<file path="config.mk">
export PLATFORM = sky130hd
export DESIGN_NAME = llmanager_freelist_flat
export DESIGN_NICKNAME = d
export VERILOG_FILES = /design/src/rtl/llmanager_freelist_pkg.sv /design/src/rtl/llmanager_freelist_if.sv /design/src/rtl/llmanager_freelist.sv /design/src/flat_wrapper.sv
export SDC_FILE = /design/constraint.sdc
export NUM_CORES = 1
export LEC_CHECK = 0
export CAP_MARGIN = 10
export CORE_MARGIN = 5
export CORE_UTILIZATION = 40
export DETAILED_ROUTE_END_ITERATION = 12
export MAX_ROUTING_LAYER = met4
export PLACE_DENSITY = 0.73
export SETUP_SLACK_MARGIN = 0.5
export SLEW_MARGIN = 0
export SYNTH_ARGS = -nofsm -noshare
export SYNTH_HDL_FRONTEND = slang
export SYNTH_SLANG_ARGS = --single-unit
</file>
<file path="constraint.sdc">
create_clock -name clk -period 4.6 [get_ports clk]
set_clock_uncertainty 0.05 [all_clocks]
set_input_delay 1.15 -clock clk [delete_from_list [all_inputs] [get_ports clk]]
set_output_delay 1.15 -clock clk [all_outputs]
set_load 0.01 [all_outputs]
</file>
<file path="src/rtl/llmanager_freelist_pkg.sv">
// Shared definitions for the free-page list manager: state encoding and default sizes.
package llmanager_freelist_pkg;

  localparam int unsigned LpszDefault   = 8;
  localparam int unsigned NpagesDefault = 256;

  // Bit positions of the one-hot state register.
  localparam int unsigned StInitIdx  = 0;
  localparam int unsigned StIdleIdx  = 1;
  localparam int unsigned StFetchIdx = 2;

  typedef enum logic [2:0] {
    StInit  = 3'(1 << StInitIdx),
    StIdle  = 3'(1 << StIdleIdx),
    StFetch = 3'(1 << StFetchIdx)
  } state_e;

endpackage

</file>
<file path="src/rtl/llmanager_freelist_if.sv">
// Reclaim, page-allocation and link-memory signals of the free-list manager.
interface llmanager_freelist_if #(
  parameter int unsigned Lpsz = llmanager_freelist_pkg::LpszDefault
);

  logic            reclaim_srdy;
  logic            reclaim_drdy;
  logic [Lpsz-1:0] reclaim_start_page;
  logic [Lpsz-1:0] reclaim_end_page;

  logic            par_srdy;
  logic            par_drdy;
  logic [Lpsz-1:0] par_page;

  logic            lnp_wr_en;
  logic [Lpsz-1:0] lnp_wr_addr;
  logic [Lpsz-1:0] lnp_wr_data;
  logic            lnp_rd_en;
  logic [Lpsz-1:0] lnp_rd_addr;
  logic [Lpsz-1:0] lnp_rd_data;

  // Free-list manager side.
  modport slave (
    input  reclaim_srdy, reclaim_start_page, reclaim_end_page, par_drdy, lnp_rd_data,
    output reclaim_drdy, par_srdy, par_page,
    output lnp_wr_en, lnp_wr_addr, lnp_wr_data, lnp_rd_en, lnp_rd_addr
  );

  // Reclaim source, page consumer and link memory side.
  modport master (
    output reclaim_srdy, reclaim_start_page, reclaim_end_page, par_drdy, lnp_rd_data,
    input  reclaim_drdy, par_srdy, par_page,
    input  lnp_wr_en, lnp_wr_addr, lnp_wr_data, lnp_rd_en, lnp_rd_addr
  );

endinterface

</file>
<file path="src/rtl/llmanager_freelist.sv">
// Free-page list manager: splices reclaimed chains onto the tail, hands out pages from the head,
// and initialises the external link memory after reset.
module llmanager_freelist
  import llmanager_freelist_pkg::*;
#(
  parameter int unsigned Lpsz   = LpszDefault,
  parameter int unsigned Npages = NpagesDefault
) (
  input  logic                 clk,
  input  logic                 reset,
  llmanager_freelist_if.slave  bus,
  output logic                 init_done,
  output logic                 free_empty
);

  localparam logic [Lpsz-1:0] LastPage = Lpsz'(Npages - 1);

  state_e          state_q, state_d;
  logic [Lpsz-1:0] head_q, head_d;
  logic [Lpsz-1:0] tail_q, tail_d;
  logic [Lpsz-1:0] init_addr_q, init_addr_d;
  logic            free_empty_q, free_empty_d;
  logic            init_done_q, init_done_d;

  logic            reclaim_drdy;
  logic            par_srdy;
  logic            wr_en;
  logic [Lpsz-1:0] wr_addr;
  logic [Lpsz-1:0] wr_data;
  logic            rd_en;
  logic [Lpsz-1:0] rd_addr;

  always_comb begin
    state_d      = state_q;
    head_d       = head_q;
    tail_d       = tail_q;
    init_addr_d  = init_addr_q;
    free_empty_d = free_empty_q;
    init_done_d  = init_done_q;
    reclaim_drdy = 1'b0;
    par_srdy     = 1'b0;
    wr_en        = 1'b0;
    wr_addr      = '0;
    wr_data      = '0;
    rd_en        = 1'b0;
    rd_addr      = '0;

    // Handshake and memory outputs stay quiet while reset is held.
    if (!reset) begin
      unique case (state_q)
        StInit: begin
          wr_en       = 1'b1;
          wr_addr     = init_addr_q;
          wr_data     = init_addr_q + 1'b1;
          init_addr_d = init_addr_q + 1'b1;
          if (init_addr_q == LastPage) begin
            state_d     = StIdle;
            init_done_d = 1'b1;
          end
        end
        StIdle: begin
          reclaim_drdy = 1'b1;
          par_srdy     = !free_empty_q && !bus.reclaim_srdy;
          if (bus.reclaim_srdy) begin
            tail_d = bus.reclaim_end_page;
            if (free_empty_q) begin
              head_d       = bus.reclaim_start_page;
              free_empty_d = 1'b0;
            end else begin
              wr_en   = 1'b1;
              wr_addr = tail_q;
              wr_data = bus.reclaim_start_page;
            end
          end else if (par_srdy && bus.par_drdy) begin
            // The tail's link is stale, so the last page is recognised by head == tail.
            if (head_q == tail_q) begin
              free_empty_d = 1'b1;
            end else begin
              rd_en   = 1'b1;
              rd_addr = head_q;
              state_d = StFetch;
            end
          end
        end
        StFetch: begin
          head_d  = bus.lnp_rd_data;
          state_d = StIdle;
        end
        default: state_d = StInit;
      endcase
    end
  end

  always_ff @(posedge clk) begin
    if (reset) begin
      state_q      <= StInit;
      head_q       <= '0;
      tail_q       <= LastPage;
      init_addr_q  <= '0;
      free_empty_q <= 1'b0;
      init_done_q  <= 1'b0;
    end else begin
      state_q      <= state_d;
      head_q       <= head_d;
      tail_q       <= tail_d;
      init_addr_q  <= init_addr_d;
      free_empty_q <= free_empty_d;
      init_done_q  <= init_done_d;
    end
  end

  assign bus.reclaim_drdy = reclaim_drdy;
  assign bus.par_srdy     = par_srdy;
  assign bus.par_page     = head_q;
  assign bus.lnp_wr_en    = wr_en;
  assign bus.lnp_wr_addr  = wr_addr;
  assign bus.lnp_wr_data  = wr_data;
  assign bus.lnp_rd_en    = rd_en;
  assign bus.lnp_rd_addr  = rd_addr;
  assign init_done        = init_done_q;
  assign free_empty       = free_empty_q;

endmodule

</file>
<file path="src/flat_wrapper.sv">
// flat-port wrapper written by rule: the top's interface ports become plain ports
module llmanager_freelist_flat import llmanager_freelist_pkg::*;
#(
  parameter int unsigned Lpsz   = LpszDefault,
  parameter int unsigned Npages = NpagesDefault
)
  (clk, reset, init_done, free_empty, bus_reclaim_srdy, bus_reclaim_start_page, bus_reclaim_end_page, bus_par_drdy, bus_lnp_rd_data, bus_reclaim_drdy, bus_par_srdy, bus_par_page, bus_lnp_wr_en, bus_lnp_wr_addr, bus_lnp_wr_data, bus_lnp_rd_en, bus_lnp_rd_addr);
  llmanager_freelist_if #(.Lpsz(Lpsz)) bus_i ();
  input  logic clk;
  input  logic reset;
  output logic init_done;
  output logic free_empty;
  input wire logic [$bits(bus_i.reclaim_srdy)-1:0] bus_reclaim_srdy;
  input wire logic [$bits(bus_i.reclaim_start_page)-1:0] bus_reclaim_start_page;
  input wire logic [$bits(bus_i.reclaim_end_page)-1:0] bus_reclaim_end_page;
  input wire logic [$bits(bus_i.par_drdy)-1:0] bus_par_drdy;
  input wire logic [$bits(bus_i.lnp_rd_data)-1:0] bus_lnp_rd_data;
  output wire logic [$bits(bus_i.reclaim_drdy)-1:0] bus_reclaim_drdy;
  output wire logic [$bits(bus_i.par_srdy)-1:0] bus_par_srdy;
  output wire logic [$bits(bus_i.par_page)-1:0] bus_par_page;
  output wire logic [$bits(bus_i.lnp_wr_en)-1:0] bus_lnp_wr_en;
  output wire logic [$bits(bus_i.lnp_wr_addr)-1:0] bus_lnp_wr_addr;
  output wire logic [$bits(bus_i.lnp_wr_data)-1:0] bus_lnp_wr_data;
  output wire logic [$bits(bus_i.lnp_rd_en)-1:0] bus_lnp_rd_en;
  output wire logic [$bits(bus_i.lnp_rd_addr)-1:0] bus_lnp_rd_addr;
  assign bus_i.reclaim_srdy = bus_reclaim_srdy;
  assign bus_i.reclaim_start_page = bus_reclaim_start_page;
  assign bus_i.reclaim_end_page = bus_reclaim_end_page;
  assign bus_i.par_drdy = bus_par_drdy;
  assign bus_i.lnp_rd_data = bus_lnp_rd_data;
  assign bus_reclaim_drdy = bus_i.reclaim_drdy;
  assign bus_par_srdy = bus_i.par_srdy;
  assign bus_par_page = bus_i.par_page;
  assign bus_lnp_wr_en = bus_i.lnp_wr_en;
  assign bus_lnp_wr_addr = bus_i.lnp_wr_addr;
  assign bus_lnp_wr_data = bus_i.lnp_wr_data;
  assign bus_lnp_rd_en = bus_i.lnp_rd_en;
  assign bus_lnp_rd_addr = bus_i.lnp_rd_addr;
  llmanager_freelist #(.Lpsz(Lpsz), .Npages(Npages)) u_core (.clk(clk), .reset(reset), .bus(bus_i), .init_done(init_done), .free_empty(free_empty));
endmodule
</file>
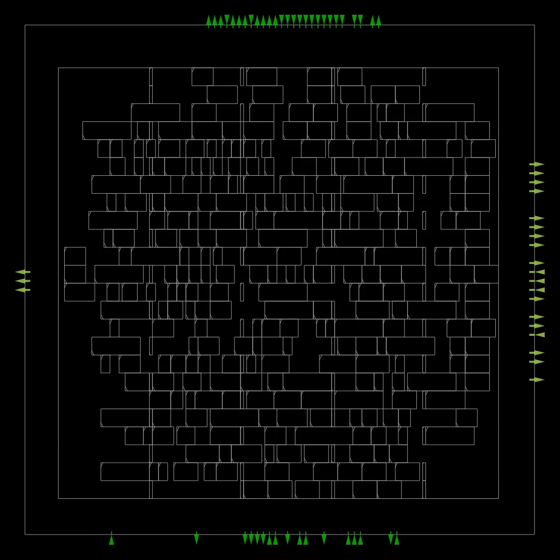
**Above:** run 1 (cell placement).
utilization after layout: 0.602
FFs & Latches: 29

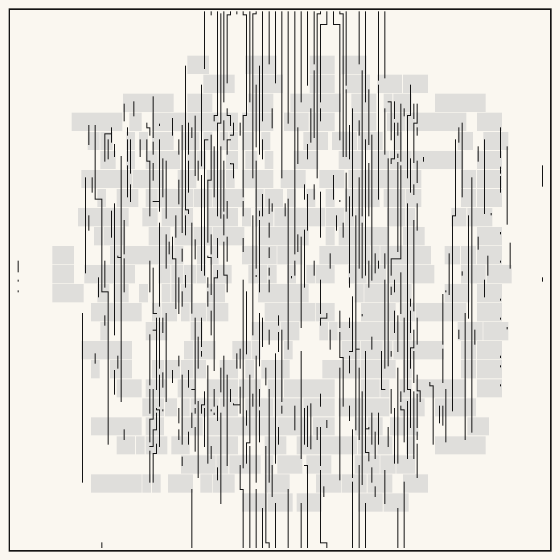
**Above:** run 1 (met2 routing).
Cells faint in the background.
longest straight run	36.4 um
nets with wire on the layer	258
wire length on this layer	2550 um
share of all routed wire	49%

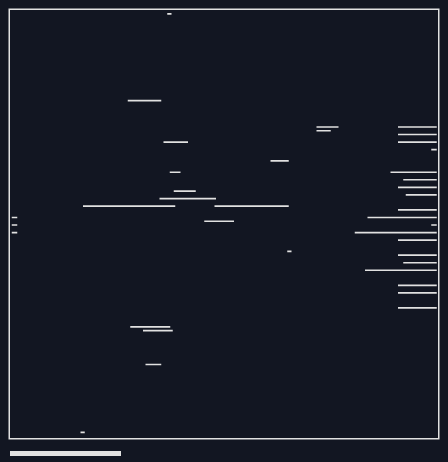
**Above:** run 1 (M3 wires).
Bar = 20 um.
wire length on this layer	218 um
main direction	horizontal

run 1: worst paths after layout:
kind	startpoint	slack [ps]	endpoint	cells past startpoint
setup / recovery	bus_reclaim_srdy	590	bus_lnp_rd_addr[6]	6
hold reg to reg	u_core.init_done$_SDFFE_PP0P_	420	u_core.init_done$_SDFFE_PP0P_	2
setup reg to reg	u_core.state_q[2]$_SDFFE_PP0P_	2480	u_core.bus.par_page[6]$_SDFFE_PP0P_	4
hold / removal	u_core.init_done$_SDFFE_PP0P_	420	u_core.init_done$_SDFFE_PP0P_	2
run 1: worst max-delay path, delay by kind of cell:
family,cells,cell delay [ps]
compound gates,1,200
buf+inv,2,1010
simple gates,3,460
run 1: cell families (layout without fill, tap and decap cells):
| family | count (synthesis) | after routing | share of synthesized area |
|---|---|---|---|
| flip-flops | 29 | 29 | 0.321 |
| buffers and inverters | 21 | 82 | 0.0644 |
| AND-OR/OR-AND | 42 | 43 | 0.157 |
| adder cells (fa/ha/maj) | 1 | 1 | 0.00692 |
| AND/OR/NAND/NOR | 104 | 104 | 0.314 |
| XOR/XNOR | 19 | 19 | 0.0921 |
| multiplexers | 8 | 8 | 0.0443 |
run 1: layout make-up:
type | count | share of cell area
multi-input combinational | 175 | 0.436
timing repair buffer | 70 | 0.273
sequential | 29 | 0.221
clock buffer | 7 | 0.0368
tap | 52 | 0.0248
inverter | 4 | 0.00573
clock inverter | 1 | 0.00191
run 1: state kept, by name, summed over array words and instances (netlist names):
register             flops
u_core.free_empty        1
u_core.tail_q            8
u_core.bus.par_page      8
u_core.init_addr_q       8
u_core.state_q           3
u_core.init_done         1
run 1: metrics by stage:
stage	setup WS, ps	std cells	cell area, um2
floorplan	1270	224	1810
global placement	323	329	2460
detailed placement	271	329	2460
CTS	502	337	2570
global route	499	338	2620
finish	590	338	2620
==> flow_results.org, run 1 <==
#+TITLE: Synthesis and PnR summary

** Flow run
- Warnings raised by the tools during the run amount to 27.

** Synth
- Per the Yosys statistics, synthesis produced 224 cells.
- Yosys warning total :: 0
- After synthesis, the most frequently instantiated cells are sky130_fd_sc_hd__nor2_1, sky130_fd_sc_hd__dfxtp_1, sky130_fd_sc_hd__nand2_1.
- Main flop type after synthesis :: sky130_fd_sc_hd__dfxtp_1
- The share of synthesized area in the top cell type comes to 0.321.
- Of all flip-flops after synthesis, the portion carrying an async set or reset was 0.

** Setup path
- Worst Path Class, Setup :: input port to output port
- Critical Path End Type :: output port
- Slowest CP cell :: sky130_fd_sc_hd__clkdlybuf4s50_1
- Dominant cell type by count on the critical path :: sky130_fd_sc_hd__clkdlybuf4s50_1
- Worst-path cell chain :: clkdlybuf4s50_1 -> nor2_2 -> nand3_2 -> a21oi_2 -> and2_1 -> clkdlybuf4s50_1

** Pwr
- Clock network power for this build is 239 uW.
- Per the OpenROAD power report, switching power amounts to 131 uW.
- Power density over the cells :: 211 nW/um2
- Heaviest power group :: sequential cells
- The internal portion of the total power is 423 uW.
- IR analysis of the VDD net gives a maximum drop of 0.000158 V.

** Detailed routing
- Vias after detailed routing :: 1781
- The routed design shows a wire length per standard cell of 15.3 um.
- Per-cell via count in the routed design :: 5.27
- The highest layer touched by signal routing is met4.
- Met2 wire length :: 2.55 mm
- According to the report, the first pass of detailed routing completed in 4 iterations.
- In this run, the number of DRC markers left after iteration 0 of detailed routing was 122.

** Outcome
- Result of the run :: complete, no violations

** Floorplan
- Core ar. :: 4350 um2
- Measured along the y axis, the die boundary spans 77.2 um.
- Per the OpenROAD floorplan log, the area of the die is 5960 um2.
- For this configuration, the core starts out at a cell density of 0.415.

** Final timing
- Number of max-slew violations in the final report :: 0
- Across all hold checks on the routed design, the worst slack comes to 425 ps.
- Setup repair after global routing could not meet its margin everywhere.
- Portion of the clock cycle consumed by the worst path in the final layout :: 0.872
- Hold-check failures listed in the final report amount to 0.
- Setup total negative slack :: 0 ps

** Global routing
- Global-route wire length before repair :: 8.30 mm
- Total global-route track usage :: 0.178
- Entering global routing, the biggest net connects 28 pins.
- For met1 alone, demand over resource in global routing was 0.222.

** Finish
- Most instantiated logic cells after routing :: sky130_fd_sc_hd__clkdlybuf4s50_1, sky130_fd_sc_hd__nor2_1, sky130_fd_sc_hd__dfxtp_1
- Counting the fill cells in the layout gives 416.
- 0 antenna diodes ended up in the layout.
- Area used by multi-input combinational logic :: 1140 um2
- For this run, the post-layout net count is 314.
- Share of layout cells above drive strength 1 :: 0.0874

** Clock tree
- TritonCTS clock tree :: built
- Number of cells upsized or downsized after cts :: 8
- Count of hold-fix buffers inserted at cts :: 0

** Placement
- After its last routability iteration, the placer logged a weighted congestion of 0.817.
==> run 1 -> run 2 <==
CAP_MARGIN = unset   (was 10)
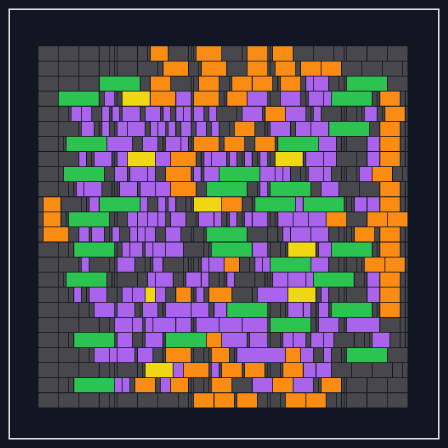
**Above:** run 2 (cell classes on the final placement).
Fill, decap, tap and diode cells in grey.
colour	class	cells	share of their area
orange	remaining buffers and delay cells	70	28%
yellow	clock drivers and dummy loads	8	4.0%
green	registers	29	23%
purple	remaining logic cells	179	45%

==> run 2 against run 1 <==
Compared with the run above: final cell count unchanged; combinational power about the same; sequential power about the same; critical endpoint unchanged; hold slack unchanged; largest cell class unchanged; clock-buffer cell count unchanged; highest routed layer unchanged; global-route usage unchanged.
==> flow_results.org, run 2 <==
#+TITLE: Synthesis and PnR summary

** Final timing
- Worst Slack Setup Final :: 590 ps
- The final timing summary puts the cycle share of the worst path at 0.872.
- Unrepaired setup endpoints after global routing :: true
- Per the final timing report, the hold violations number 0.
- Number of max-slew violations in the final report :: 0

** Pwr
- Internal power comes to 423 uW.
- The report lists the power per cell area as 211 nW/um2.
- For this design the total switching power over the nets is 131 uW.

** Clock tree
- TritonCTS clock tree :: built
- For this design, the CTS-stage hold fixing added 0 buffers.

** Placement
- Setup Slack @ Placement :: 271 ps
- Counting tap cells, the placed design contains a total of 329 instances.
- Placer Congestion :: 0.817

** Setup path
- The setup check on the worst reg-to-reg path leaves a slack of 2480 ps.
- For reference, the critical path is launched at bus_reclaim_srdy.
- The capture point of the worst register-to-register path is recorded as u_core.bus.par_page[6]$_SDFFE_PP0P_.
- Capture point of the worst path :: bus_lnp_rd_addr[6]
- The launch point of the worst register-to-register path is recorded as u_core.state_q[2]$_SDFFE_PP0P_.
- STA shows the worst reg2reg path with a cell count of 4.

** Finish
- 0 antenna diodes ended up in the layout.
- Most instantiated logic cells after routing :: sky130_fd_sc_hd__clkdlybuf4s50_1, sky130_fd_sc_hd__nor2_1, sky130_fd_sc_hd__dfxtp_1
- Number of standard cells in the layout, taps in and fillers out :: 338

** Floorplan
- Initial core utilization :: 0.415
- Die Span Y :: 77.2 um
- Chip Area :: 5960 um2

** Synth
- Yosys warning total :: 0
- Yosys reported that registers with async set or reset make up 0.
- Main flop type after synthesis :: sky130_fd_sc_hd__dfxtp_1
- The share of synthesized area in the top cell type comes to 0.321.
- By count the netlist is led by sky130_fd_sc_hd__nor2_1, sky130_fd_sc_hd__dfxtp_1, sky130_fd_sc_hd__nand2_1.

** Global routing
- Maximum number of pins on one net before global-route repair :: 28
- Global-route wire length before repair :: 8.30 mm
- Total global-route track usage over all layers is 0.178.

** Detailed routing
- Post-detailed-route wirelength per cell :: 15.3 um
- Vias after detailed routing :: 1781
- Per-cell via count in the routed design :: 5.27
- The first detailed-routing pass ran for 4 iterations.

** Flow run
- Number of warnings the tools reported :: 27

** Worst hold path
- Worst Hold Launch :: u_core.init_done$_SDFFE_PP0P_
- The endpoint of the worst hold path is reported as u_core.init_done$_SDFFE_PP0P_.
- The report gives the cell count of the worst hold path as 2.

** Outcome
- The run finished with clean final reports.
-- run 2: cell counts in the layout (fill, tap and decap cells not counted) --
No cell type changed its count.
-- run 2: metal layers --
metal | share of wire | vias to the layer above | wire length (um) | global-route usage
met5 | 0 | - | 0 | -
met1 | 0.44 | 815 | 2280 | 0.222
met3 | 0.042 | 10 | 218 | 0.0363
met2 | 0.49 | 46 | 2550 | 0.270
met4 | 0.026 | 0 | 133 | 0.0893
li1 | - | 910 | - | -
-- run 2: logic make-up (layout without fill, tap and decap cells) --
family | Yosys count | count (layout) | synth area share
and+or+nand+nor | 104 | 104 | 0.314
AOI/OAI and AO/OA | 42 | 43 | 0.157
DFF | 29 | 29 | 0.321
buffers and inverters | 21 | 82 | 0.0644
xor gates and xnor gates | 19 | 19 | 0.0921
muxes | 8 | 8 | 0.0443
adders and majority gates | 1 | 1 | 0.00692
-- run 2: what timing repair did --
item                                    in CTS  in global routing
resized                                      8                 14
gates cloned                                 0                  1
endpoints found under the setup margin      25                 20
-- run 2: cell type report --
class	instances	area (um2)
well taps	52	65.1
fillers	416	1730
flip-flops and latches	29	581
repair buffers	70	716
clock buffers	7	96.3
multi-input cells	175	1140
clock inverters	1	5.00
inverters	4	15.0
-- run 2: worst max-delay path, cell delays in order --
cell and delay [ps]:
sky130_fd_sc_hd__clkdlybuf4s50_1 480, sky130_fd_sc_hd__nor2_2 160, sky130_fd_sc_hd__nand3_2 150, sky130_fd_sc_hd__a21oi_2 200
sky130_fd_sc_hd__and2_1 150, sky130_fd_sc_hd__clkdlybuf4s50_1 530
-- run 2: metrics by stage --
step	utilization	cell area (um2)	hold WS, ps
3_3_place_gp	0.566	2460	402
2_1_floorplan	-	1810	422
3_5_place_dp	0.566	2460	415
4_1_cts	0.591	2570	431
5_1_grt	0.602	2620	471
6_report	0.602	2620	425
No activity file was given, so power comes from the tool's default toggle rates.
